File: config.mk
export PLATFORM = sky130hd
export DESIGN_NAME = shift_issue_stage
export DESIGN_NICKNAME = d
export VERILOG_FILES = /design/src/rtl/shift_issue_stage.sv
export SDC_FILE = /design/constraint.sdc
export NUM_CORES = 1
export LEC_CHECK = 0
export CELL_PAD_IN_SITES_DETAIL_PLACEMENT = 0
export CELL_PAD_IN_SITES_GLOBAL_PLACEMENT = 2
export CORE_ASPECT_RATIO = 0.6
export CORE_MARGIN = 4
export CORE_UTILIZATION = 29
export DETAILED_ROUTE_END_ITERATION = 6
export PLACE_DENSITY = 0.85
export SLEW_MARGIN = 10
export SYNTH_ARGS = -nofsm -noshare
export SYNTH_HDL_FRONTEND = slang
export SYNTH_SLANG_ARGS = --single-unit
File: constraint.sdc
create_clock -name clk -period 1.9 [get_ports clk]
set_input_delay 0.38 -clock clk [delete_from_list [all_inputs] [get_ports clk]]
set_output_delay 0.38 -clock clk [all_outputs]
set_load 0.01 [all_outputs]
File: src/rtl/shift_issue_stage.sv
// shift_issue_stage
//   Execute-stage front end feeding the combinational shifter. Decoded shift
//   ops arrive over a valid/ready handshake, are decoded into operand, shift
//   amount and direction/type controls, and are presented from a registered
//   main entry. A second (skid) entry absorbs one op while the main entry is
//   stalled, so in_ready depends on registered state only.
//
// Ports
//   clk, rst        : clock, synchronous active-high reset
//   in_valid/ready  : upstream handshake
//   in_func         : 000 shll, 001 shrl, 010 shra, 011 shllv, 100 shrlv,
//                     101 shrav, 110/111 illegal
//   in_rs, in_rt    : operand, variable shift amount source
//   in_imm_shamt    : immediate shift amount
//   in_tag          : instruction tag
//   flush           : drop everything held plus the same-cycle input
//   sh_in, sh_shamt, sh_left, sh_arith : registered shifter controls
//   out_valid/ready, out_tag           : downstream handshake and tag
//   err_illegal     : one-cycle pulse after an illegal op is consumed
//   illegal_cnt     : saturating count of illegal ops
module shift_issue_stage #(
  parameter int TAG_W          = 4,
  parameter int MASK_VAR_SHAMT = 0,
  parameter int ERR_CNT_W      = 8
) (
  input  logic                 clk,
  input  logic                 rst,
  input  logic                 in_valid,
  output logic                 in_ready,
  input  logic [2:0]           in_func,
  input  logic [31:0]          in_rs,
  input  logic [31:0]          in_rt,
  input  logic [4:0]           in_imm_shamt,
  input  logic [TAG_W-1:0]     in_tag,
  input  logic                 flush,
  output logic [31:0]          sh_in,
  output logic [31:0]          sh_shamt,
  output logic                 sh_left,
  output logic                 sh_arith,
  output logic                 out_valid,
  input  logic                 out_ready,
  output logic [TAG_W-1:0]     out_tag,
  output logic                 err_illegal,
  output logic [ERR_CNT_W-1:0] illegal_cnt
);

  // Variable shift amount source: either the full register or its low 5 bits.
  logic [31:0] var_shamt;
  generate
    if (MASK_VAR_SHAMT != 0) begin : g_mask_shamt
      assign var_shamt = {27'b0, in_rt[4:0]};
    end else begin : g_full_shamt
      assign var_shamt = in_rt;
    end
  endgenerate

  // Decode of the incoming op.
  logic        legal;
  logic        dec_left;
  logic        dec_arith;
  logic [31:0] dec_shamt;

  always_comb begin
    legal     = 1'b1;
    dec_left  = 1'b0;
    dec_arith = 1'b0;
    dec_shamt = {27'b0, in_imm_shamt};
    case (in_func)
      3'b000: dec_left = 1'b1;
      3'b001: begin end
      3'b010: dec_arith = 1'b1;
      3'b011: begin dec_left = 1'b1;  dec_shamt = var_shamt; end
      3'b100: dec_shamt = var_shamt;
      3'b101: begin dec_arith = 1'b1; dec_shamt = var_shamt; end
      default: legal = 1'b0;
    endcase
  end

  // Main entry (drives the outputs) and skid entry.
  logic              m_valid_reg, s_valid_reg;
  logic [31:0]       m_in_reg, s_in_reg;
  logic [31:0]       m_shamt_reg, s_shamt_reg;
  logic              m_left_reg, s_left_reg;
  logic              m_arith_reg, s_arith_reg;
  logic [TAG_W-1:0]  m_tag_reg, s_tag_reg;
  logic              err_reg;
  logic [ERR_CNT_W-1:0] cnt_reg;

  logic accept, fire, take_legal, take_illegal;

  assign in_ready     = !s_valid_reg;
  assign accept       = in_valid && in_ready;
  assign fire         = m_valid_reg && out_ready;
  assign take_legal   = accept && legal;
  assign take_illegal = accept && !legal;

  always_ff @(posedge clk) begin
    if (rst) begin
      m_valid_reg <= 1'b0;
      s_valid_reg <= 1'b0;
      m_in_reg    <= '0;
      m_shamt_reg <= '0;
      m_left_reg  <= 1'b0;
      m_arith_reg <= 1'b0;
      m_tag_reg   <= '0;
      s_in_reg    <= '0;
      s_shamt_reg <= '0;
      s_left_reg  <= 1'b0;
      s_arith_reg <= 1'b0;
      s_tag_reg   <= '0;
      err_reg     <= 1'b0;
      cnt_reg     <= '0;
    end else begin
      // Illegal ops are consumed even in a flush cycle and still counted.
      err_reg <= take_illegal;
      if (take_illegal && (cnt_reg != {ERR_CNT_W{1'b1}}))
        cnt_reg <= cnt_reg + 1'b1;

      if (flush) begin
        // Payload registers keep their last values; only validity is cleared.
        m_valid_reg <= 1'b0;
        s_valid_reg <= 1'b0;
      end else if (!m_valid_reg || fire) begin
        if (s_valid_reg) begin
          // in_ready is low here, so no new op competes with the skid entry.
          m_valid_reg <= 1'b1;
          m_in_reg    <= s_in_reg;
          m_shamt_reg <= s_shamt_reg;
          m_left_reg  <= s_left_reg;
          m_arith_reg <= s_arith_reg;
          m_tag_reg   <= s_tag_reg;
          s_valid_reg <= 1'b0;
        end else if (take_legal) begin
          m_valid_reg <= 1'b1;
          m_in_reg    <= in_rs;
          m_shamt_reg <= dec_shamt;
          m_left_reg  <= dec_left;
          m_arith_reg <= dec_arith;
          m_tag_reg   <= in_tag;
        end else begin
          m_valid_reg <= 1'b0;
        end
      end else if (take_legal) begin
        s_valid_reg <= 1'b1;
        s_in_reg    <= in_rs;
        s_shamt_reg <= dec_shamt;
        s_left_reg  <= dec_left;
        s_arith_reg <= dec_arith;
        s_tag_reg   <= in_tag;
      end
    end
  end

  assign out_valid   = m_valid_reg;
  assign sh_in       = m_in_reg;
  assign sh_shamt    = m_shamt_reg;
  assign sh_left     = m_left_reg;
  assign sh_arith    = m_arith_reg;
  assign out_tag     = m_tag_reg;
  assign err_illegal = err_reg;
  assign illegal_cnt = cnt_reg;

endmodule

==> results.cfg, run 1 <==
; implementation run metrics
[outcome]
status = finished clean

[clock_network]
cts_setup_buffers = 0
clock_path_buffers = 2
cts_made_buffers = 17
clock_latency_ns = 0.43
clock_sinks = 151
clk_pin_slew_ns = 0.06

[critical_path]
reg2regPathDepth = 5
crit_slowest_cell = clkdlybuf4s50_1
timing.rr.end = s_shamt_reg[6]
crit_path_max_fanout = 5
crit_cells = 1
endpoint_kind = output port
worstSetupStartpoint = illegal_cnt[2]
r2r_setup_slack_ns = 0.24

[final_timing]
report.final.hold_viol_count = 0
clock-skew-final_ns = 0.009654
tns_ns = 0
tightest_slew_ns = 0.4780
setup_viol = 0

[final_layout]
drive_gt1_share_pct = 15.67
final_util_pct = 43.31
layout.nets = 937

[routing]
wl_mm = 18.79
drc = 0
wire_per_inst_um = 16.38

[synth]
avgSynthCellArea_um2 = 9.232
syn_inst = 690
synth_top_area_share_pct = 47.46
top_area_cell = dfxtp_1
ys_area_um2 = 6370

[power_and_ir_drop]
p_seq_share_pct = 42.5
clkPwrFrac_pct = 45.5
p_leak_nw = 3.162
fin_total_pwr_mw = 7.831
irDropWorstVdd_mv = 0.6523

[global_route]
grt_max_degree = 55
grt_pass1_wl_mm = 29.44

[floorplan]
top_level_ports = 162
core_area_um2 = 21290
[run 1: logic make-up (layout without fill, tap and decap cells)]
logic type | count (synthesis) | after routing | synth area share [%]
and+or+nand+nor | 247 | 247 | 17.52
AOI/OAI and AO/OA | 170 | 170 | 21.53
DFF | 151 | 151 | 47.46
buffers and inverters | 72 | 250 | 5.578
muxes | 44 | 44 | 7.032
xor gates and xnor gates | 5 | 5 | 0.6876
adders and majority gates | 1 | 1 | 0.1964
[run 1: worst min path at each step]
stage	end	slack (ns)	cells past startpoint
finish	s_shamt_reg[28]	0.38	2
global route	s_shamt_reg[27]	0.38	2
CTS	s_shamt_reg[28]	0.37	2
detailed placement	s_in_reg[3]	0.45	2
global placement	s_in_reg[2]	0.44	2
floorplan	s_in_reg[0]	0.44	2
[run 1: Yosys cell counts, types with 5 or more instances]
master	instances
nor2_1	87
mux2_2	6
o21bai_1	5
nand2_1	86
a22oi_2	20
dfxtp_1	151
mux2i_1	38
clkbuf_1	33
a22oi_1	7
a211oi_1	42
buf_6	8
a211o_1	6
a21oi_1	44
a221oi_1	27
a311oi_1	5
nand3b_1	5
nor3_1	33
nor2_2	20
a311o_1	5
buf_2	17
inv_1	9
[run 1: final cells by class]
type / instances / area (um^2)
Inverter: 9 / 33.78
Clock buffer: 25 / 505.5
Fill cell: 2035 / 12070
Sequential cell: 151 / 3028
Timing Repair Buffer: 209 / 2185
Clock inverter: 7 / 113.9
Multi-Input combinational cell: 467 / 3005
Tap cell: 279 / 349.1
[run 1: layer usage]
layer	vias to the layer above	GRT usage [%]	part of all wire, %	wire length (um)
met4	6	3.435	0.83	155
met2	134	20.58	39	7396
met1	2511	22.72	51	9639
met3	16	6.694	8.3	1561
met5	-	0	0.19	35
li1	2788	-	-	-
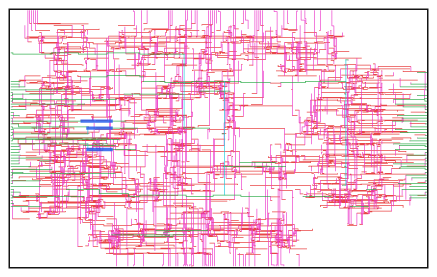
(run_1/wires.png)
- metal 2: magenta (wire length 7400 um)
- metal 1: red (wire length 9640 um)
- metal 3: green (wire length 1560 um)
- metal 4: cyan (wire length 155 um)
- metal 5: blue (wire length 35.9 um)

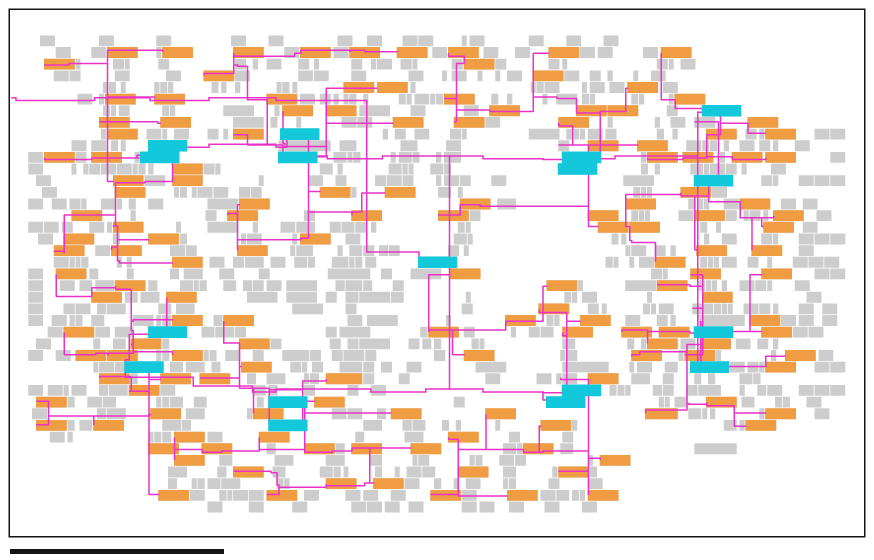
(run_1/clk_routes.png)
Scale bar: 50 um.
- clock wires: magenta (length 2190 um)
- flip-flops: orange (count 151)
- clock drivers: cyan (count 17)
- routed clock nets: 18

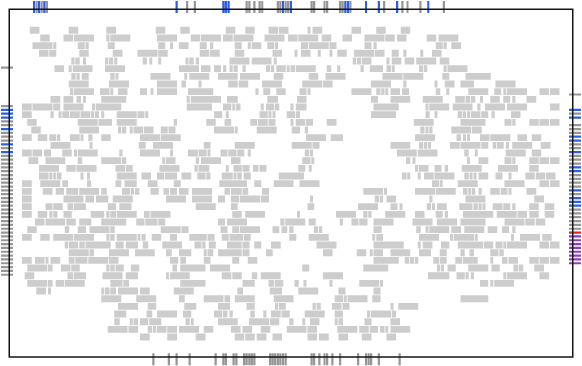
(run_1/io_placement.png)
Pins as bars across the die edge, other pins in grey.
- illegal_cnt: purple (pins 8; direction output; edge right)
- err_illegal: red (pins 1; direction output; edge right)
- in_rs: blue (pins 32; direction input; edge 15 top, 11 right, 6 left)

==> run_1/placement_by_type.png <==
Fill, decap, tap and diode cells in grey.
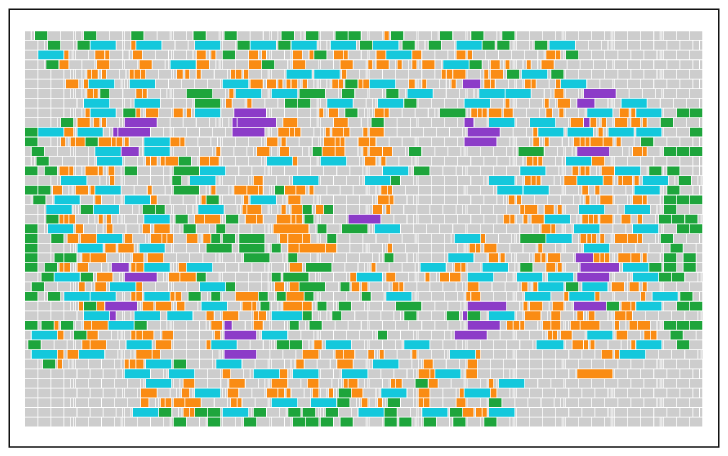

--- run 2 (diff from run 1) ---
Settings changed: MAX_ROUTING_LAYER from default to met4, PLACE_DENSITY 0.85 to default, PLACE_DENSITY_LB_ADDON from default to 0.1.
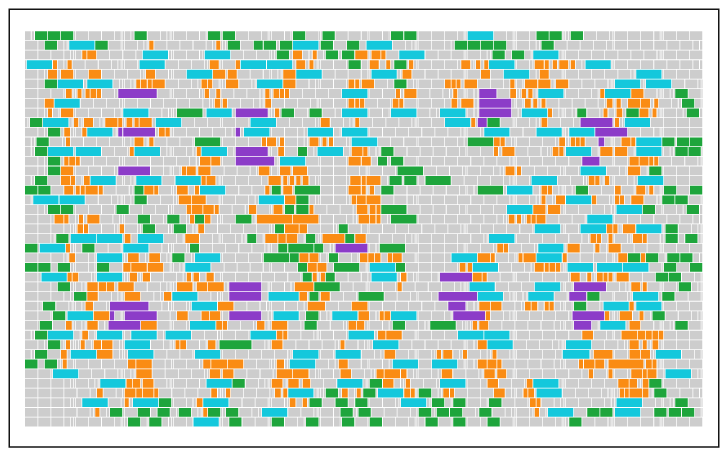
(run_2/placement_by_type.png)
Fill, decap, tap and diode cells in grey.
- combinational and other logic: orange (cells 476)
- remaining buffers and delay cells: green (cells 200)
- clock drivers and dummy loads: purple (cells 32)
- sequential cells: cyan (cells 151)

==> run 2 against run 1 <==
Net effect:
- die size stayed put
- clock skew grew 0.0030 ns
- sequential share of layout area grew 0.067 points
- largest cell class unchanged
- highest routed layer is now met4
- largest power group unchanged
- flip-flop count unchanged
- clock power up 5.6%
- global-route usage grew 0.62 points
==> results.cfg, run 2 <==
; implementation run metrics
[global_route]
grt.total_usage_pct = 16.05
met2_usage_pct = 23.56
top_usage_layer = met2
grt_pass1_wl_mm = 29.86
grt_use_met1_pct = 21.62
grt_max_degree = 58
grt_use_met3_pct = 4.883

[synth]
avgSynthCellArea_um2 = 9.232
synth.ff_latch_count = 151
yosys_most_used_dff = dfxtp_1
most_common_cell = dfxtp_1
top_area_cell = dfxtp_1
syn_inst = 690
synthTopCellsByCount = dfxtp_1, nor2_1, nand2_1, a21oi_1, a211oi_1
ys_area_um2 = 6370
synth_top_area_share_pct = 47.46

[critical_path]
cp_cell_sequence = inv_1 -> clkdlybuf4s50_1
crit_path_max_fanout = 9
reg2regPathDepth = 5
crit_slowest_cell = clkdlybuf4s50_1
r2r_setup_slack_ns = 0.19
timing.rr.end = s_shamt_reg[20]
crit_cells = 2
required_ns = 1.52
worstSetupStartpoint = s_valid_reg
endpoint_kind = output port

[power_and_ir_drop]
fin_total_pwr_mw = 8.012
p_leak_nw = 3.147
p_seq_share_pct = 41.6
clkPwrFrac_pct = 46.9
irDropWorstVdd_mv = 0.5941

[outcome]
status = finished clean

[worst_hold_path]
min_from = rst
whs_path_depth = 2
min_to = s_in_reg[10]

[final_layout]
layout.nets = 928
final_util_pct = 43.22
drive_gt1_share_pct = 14.78

[final_timing]
rsz0062_at_grt = no
tns_ns = 0
setup_viol = 0
report.final.hold_viol_count = 0
tightest_slew_ns = 0.7314
clock-skew-final_ns = 0.01270
max_freq_mhz = 551.9
relSlewSlack_pct = 51.24

[clock_network]
cts_root_buf = clkbuf_16
cts_tree = built
cts_made_buffers = 17
clk_pin_slew_ns = 0.06
clock_path_buffers = 2
clock_sinks = 151
clock_latency_ns = 0.42
cts_hold_buf = 0

[routing]
wire_per_inst_um = 16.69
wl_met1_mm = 9.394
route.met2.wl_mm = 8.281
top_layer = met4
first_pass_iters = 4
drtIter0Drc = 283
route.met3.wl_mm = 1.089
viasPerCell = 4.923
wl_mm = 18.99
drc = 0

[floorplan]
fp_util_pct = 29.92
core_area_um2 = 21290
top_level_ports = 162
==> run 2: cell families (layout without fill, tap and decap cells) <==
| family | count (synthesis) | count (layout) | share of synthesized area, % |
|---|---|---|---|
| flops | 151 | 151 | 47.46 |
| simple gates | 247 | 247 | 17.52 |
| compound gates | 170 | 170 | 21.53 |
| fa+ha+maj | 1 | 1 | 0.1964 |
| buf+inv | 72 | 241 | 5.578 |
| mux | 44 | 44 | 7.032 |
| xor+xnor | 5 | 5 | 0.6876 |
==> run 2: area by class of cell <==
cell class,count,area [um^2]
fill,2054,12090
inverter,9,33.78
multi-input combinational,467,3005
tap,279,349.1
sequential,151,3028
timing repair buffer,200,2122
clock buffer,26,530.5
clock inverter,6,132.6
==> run 2: worst reg2reg max path, stage by stage, from the launching register on <==
cell and delay, ns:
dfxtp_4 0.38, nand2b_4 0.15, or3_2 0.59, buf_12 0.21, a22oi_2 0.23, nor2_2 0.05
==> run 2: power by group through the flow <==
stage          combinational [mW]  clock [mW]  sequential, mW
6_report                    0.922        3.76            3.33
5_1_grt                      1.00        4.01            3.34
3_5_place_dp                0.928           0            3.40
2_1_floorplan               0.348           0            3.44
4_1_cts                     0.933        3.88            3.33
3_3_place_gp                0.924           0            3.40
==> run 2: through the flow <==
step / cell area [um^2] / hold WS [ns] / instances
finish: 9201 / 0.3988 / 1138
global placement: 8502 / 0.4405 / 1104
CTS: 9166 / 0.3710 / 1136
detailed placement: 8502 / 0.4481 / 1104
global route: 9201 / 0.4028 / 1138
floorplan: 6370 / 0.4360 / 690
==> run 2: repair_timing <==
action / 4_1_cts / 5_1_grt
hold endpoints to repair: 0 / 0
setup buffers: 0 / 1
endpoints found under the setup margin: 1 / 1
cloned: 0 / 1
resized: 1 / 1
pin swaps: 0 / 1
==> run_2/placement.png <==
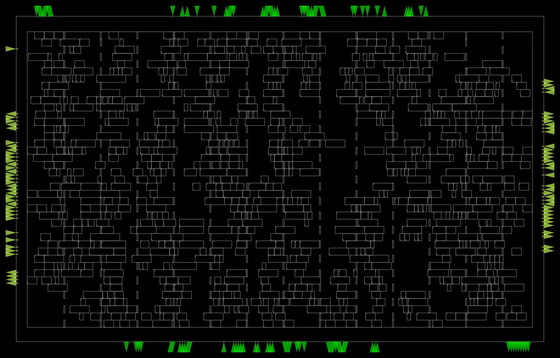

--- run 3 (diff from run 2) ---
Settings changed: CORE_MARGIN 4 to 3, GPL_TIMING_DRIVEN from default to 1.
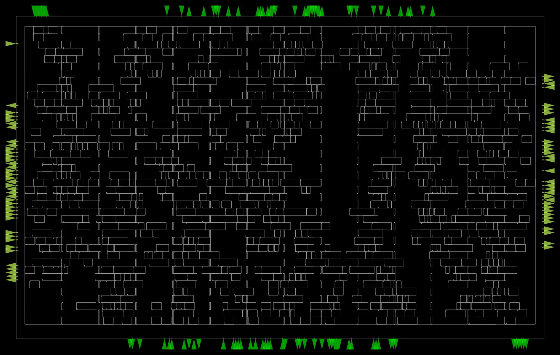
(run_3/placement.png)
fill count: 2046
core area: 21290 um^2
fin cells: 1138
flop count: 151
proportion of cell area occupied by registers: 33.35%

==> run 3 against run 2 <==
Net effect:
- design area decreased by 1.3%
- first-iteration DRC count increased by 19%
- clock power decreased by 8.5%
- cell count unchanged
- global-route usage increased by 0.41 points
- flip-flop count unchanged
- critical endpoint unchanged
- critical path depth unchanged
- die size decreased by 2.6%
- synthesized cell count unchanged
- routed wire length decreased by 0.51%
- combinational power increased by 0.8%
==> results.cfg, run 3 <==
; implementation run metrics
[power_and_ir_drop]
p_switching_mw = 1.857
p_int_mw = 5.847
p_seq_share_pct = 43.2
power_leader = the clock network
comb-power_mw = 0.929
irDropWorstVdd_mv = 0.6107
p_leak_nw = 3.083
clkPwrFrac_pct = 44.7
sw_frac_of_total_pct = 24.10
p_seq_mw = 3.33
pg_clk_mw = 3.44

[clock_network]
cts_hold_buf = 0
cts_tree = built
cts_made_buffers = 17
clock_latency_ns = 0.42
clock_sinks = 151
h-tree-depth = 4
clk_pin_slew_ns = 0.06
clock_path_buffers = 2
cts_setup_buffers = 0
cts.repair.resized = 0
cts_root_buf = clkbuf_16

[synth]
synthTopCellsByCount = dfxtp_1, nor2_1, nand2_1, a21oi_1, a211oi_1
ys_cells = 690
syn_inst = 690
synth_top_area_share_pct = 47.46
yosys_most_used_dff = dfxtp_1
edf_count = 0
synth.ff_latch_count = 151
avgSynthCellArea_um2 = 9.232
most_common_cell = dfxtp_1
ys_area_um2 = 6370
top_area_cell = dfxtp_1

[routing]
viasPerCell = 4.898
wl_mm = 18.90
first_pass_iters = 4
vias = 5574
drc = 0
wire_per_inst_um = 16.60
drtIter0Drc = 337

[final_timing]
clock-skew-final_ns = 0.005938
rsz0062_at_grt = no
relSlewSlack_pct = 59.60
setup_viol = 0
tns_ns = 0
report.final.hold_viol_count = 0
tightest_slew_ns = 0.6059
max_freq_mhz = 545.1

[global_route]
met2_usage_pct = 24.12
grt_max_degree = 61
grt_pass1_wl_mm = 30.02
overflow = 0
top_usage_layer = met2
grt_pass1_vias = 5497
grt.total_usage_pct = 16.46
grt_use_met1_pct = 22.68
grt_use_met3_pct = 4.177

[floorplan]
top_level_ports = 162
chip_area_um2 = 23840
fp_util_pct = 29.92
die-width_um = 197.3

[final_layout]
area_growth_pct = 42.53
drive_gt1_share_pct = 14.94
seq_area_um2 = 3028
lay_top_cells = clkdlybuf4s50_1, dfxtp_1, nor2_1
design_area_um2 = 9079
lay_top_count = clkdlybuf4s50_1
layout.nets = 926
comb_area_um2 = 3012

[critical_path]
crit_path_max_fanout = 9
endpoint_kind = output port
required_ns = 1.52

[outcome]
status = finished clean

[placed_design]
dpl_cell_area_um2 = 8464
portBuffers = 161
run 3: area by class of cell:
cell class	count	area share, %
clock buffer	21	5.306
clock inverter	11	1.323
inverter	9	0.3721
sequential	151	33.35
tap	279	3.845
multi-input combinational	467	33.17
antenna	2	0.05513
timing repair buffer	198	22.57
run 3: per-layer routing:
layer  routed length, um  vias up
met5                   0        -
met4                 145        0
met3                1024       10
met2                8291      130
met1                9434     2656
li1                    -     2778
run 3: critical path, cell delays in order, from the launching register on:
cell and delay (ns):
dfxtp_4 0.38, inv_1 0.09, clkdlybuf4s50_1 0.56
run 3: worst paths after layout:
kind | from | to | slack [ns] | cells past startpoint
min | rst | s_shamt_reg[22] | 0.43 | 2
min reg2reg | s_in_reg[1] | s_in_reg[1] | 0.45 | 2
max | s_valid_reg | in_ready | 0.07 | 2
max reg2reg | s_valid_reg | s_shamt_reg[27] | 0.20 | 5
run 3: metrics by stage:
stage                     power (mW)  std cells  setup slack (ns)  hold WS, ns  util (%)
after global routing           8.027       1137          0.005056       0.4368     42.63
after CTS                      7.825       1136          0.002552       0.4113     42.59
after global placement         4.322       1104           -0.2580       0.4412     39.76
after floorplan                3.785        690            0.1975       0.4360         -
final                          7.704       1138           0.06561       0.4334     42.64
after detailed placement       4.334       1104           -0.3365       0.4489     39.76
run 3: kinds of logic (layout without fill, tap and decap cells):
group / count (synthesis) / after routing / share of synthesized area, %
AND-OR/OR-AND: 170 / 170 / 21.53
XOR/XNOR: 5 / 5 / 0.6876
adder cells (fa/ha/maj): 1 / 1 / 0.1964
buffers and inverters: 72 / 239 / 5.578
flip-flops: 151 / 151 / 47.46
multiplexers: 44 / 44 / 7.032
other: 0 / 2 / 0
AND/OR/NAND/NOR: 247 / 247 / 17.52
No activity file was given, so power comes from the tool's default toggle rates.
